Design mux_scan_seq, sky130hd; sources not shown.
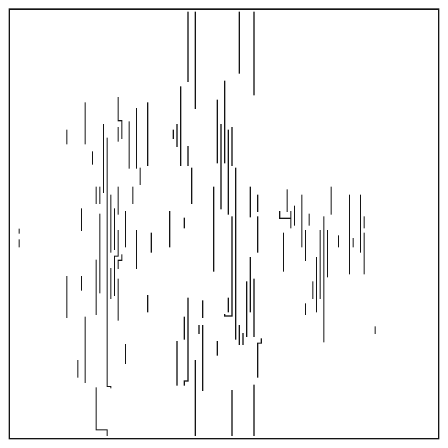
(met2 routing)
longest straight run: 31.1 um
share of all routed wire: 47%
Routed WL: 1.109 mm
Vias: 432
met2 Resource Use GR: 15.31%

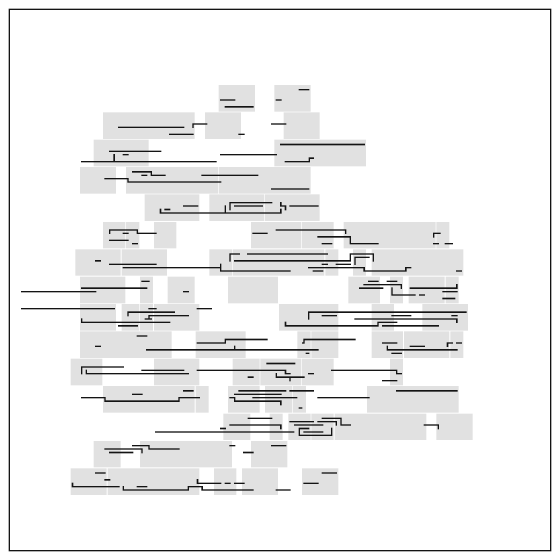
(M1 wires)
Cells faint in the background.
wire length on this layer: 530 um
longest straight run: 17.0 um
nets with wire on the layer: 73
main direction: horizontal
met1 GRT Util: 10.73%

==> impl_metrics.tcl <==
# implementation run metrics
set metrics [dict create \
    outcome "finished clean" \
    cp-start-kind "register" \
    grt_pass1_vias 459 \
    ys_ff 13 \
    die_x_um 53.65 \
    crit_path_max_fanout 2 \
    io_pins 13 \
    slew_headroom_pct 81.42 \
    fin_ws_ns 0.08733 \
    clk-power_uw 246 \
    dp_slack_ns 0.09138 \
    powerComb_uw 826 \
    cp_slowest_cell "clkdlybuf4s50_1" \
    p_per_area_mw_per_mm2 1733 \
    antenna_found_initial 0 \
    port_buffers 12 \
    mostFrequentLayoutCell "dfrtp_1" \
    yosysTopAreaCell "dfrtp_1" \
    design_area_sq_um 892.1 \
    period_used_pct 95.15 \
    gp_congestion 0.7595 \
    ctsResizeCount 1 \
    yosys_warnings 6 \
    cts-buffers-inserted 3 \
    die_area_sq_mm 0.002878 \
    hpwl_um 862.7 \
    edf_count 0 \
    grt_max_degree 14 \
    pwr-share-seq_pct 30.7 \
    setup_viol 0 \
    switchingPower_uw 531.5 \
    utilization_pct 50.57 \
    common_cells "13 x dfrtp_1, 6 x ha_1, 6 x inv_1" \
    dpl_cell_area_sq_um 837.1 \
    overflow 0 \
    crit_arrival_ns 1.12 \
    placedCellCount 95 \
    fin_nets 87 \
    area_growth_pct 33.77 \
    ys_chip_area_sq_um 666.9 \
    cts_tree "yes" \
    min_path_cells 1 \
    die_h_um 53.65 \
    drv_slew 0 \
    power_uw 1546 \
    cp_data_required_time_ns 1.21 \
    area_leaders "dfrtp_1 49%, ha_1 11%, mux2_4 9.0%" \
    hold_violations 0 \
    path_class "register to output port" \
    critPathBufInv 1 \
    power_frac_comb_pct 53.4 \
]
==> logic make-up (layout without fill, tap and decap cells) <==
| logic type | Yosys count | after routing | synth area share (%) |
|---|---|---|---|
| flip-flops | 13 | 13 | 48.78 |
| XOR/XNOR | 4 | 4 | 5.254 |
| multiplexers | 5 | 5 | 10.51 |
| AND-OR/OR-AND | 4 | 4 | 3.939 |
| buffers and inverters | 7 | 27 | 5.065 |
| adder cells (fa/ha/maj) | 6 | 6 | 11.26 |
| AND/OR/NAND/NOR | 16 | 16 | 15.20 |
==> layout make-up <==
class	count	area, sq um	share of cell area [%]
clock buffers	3	41.29	4.628
clock inverters	1	3.754	0.4208
inverters	6	22.52	2.525
multi-input cells	35	307.8	34.50
flip-flops and latches	13	325.3	36.47
well taps	25	31.28	3.506
repair buffers	17	160.2	17.95
Power and IR drop assume default switching activity.
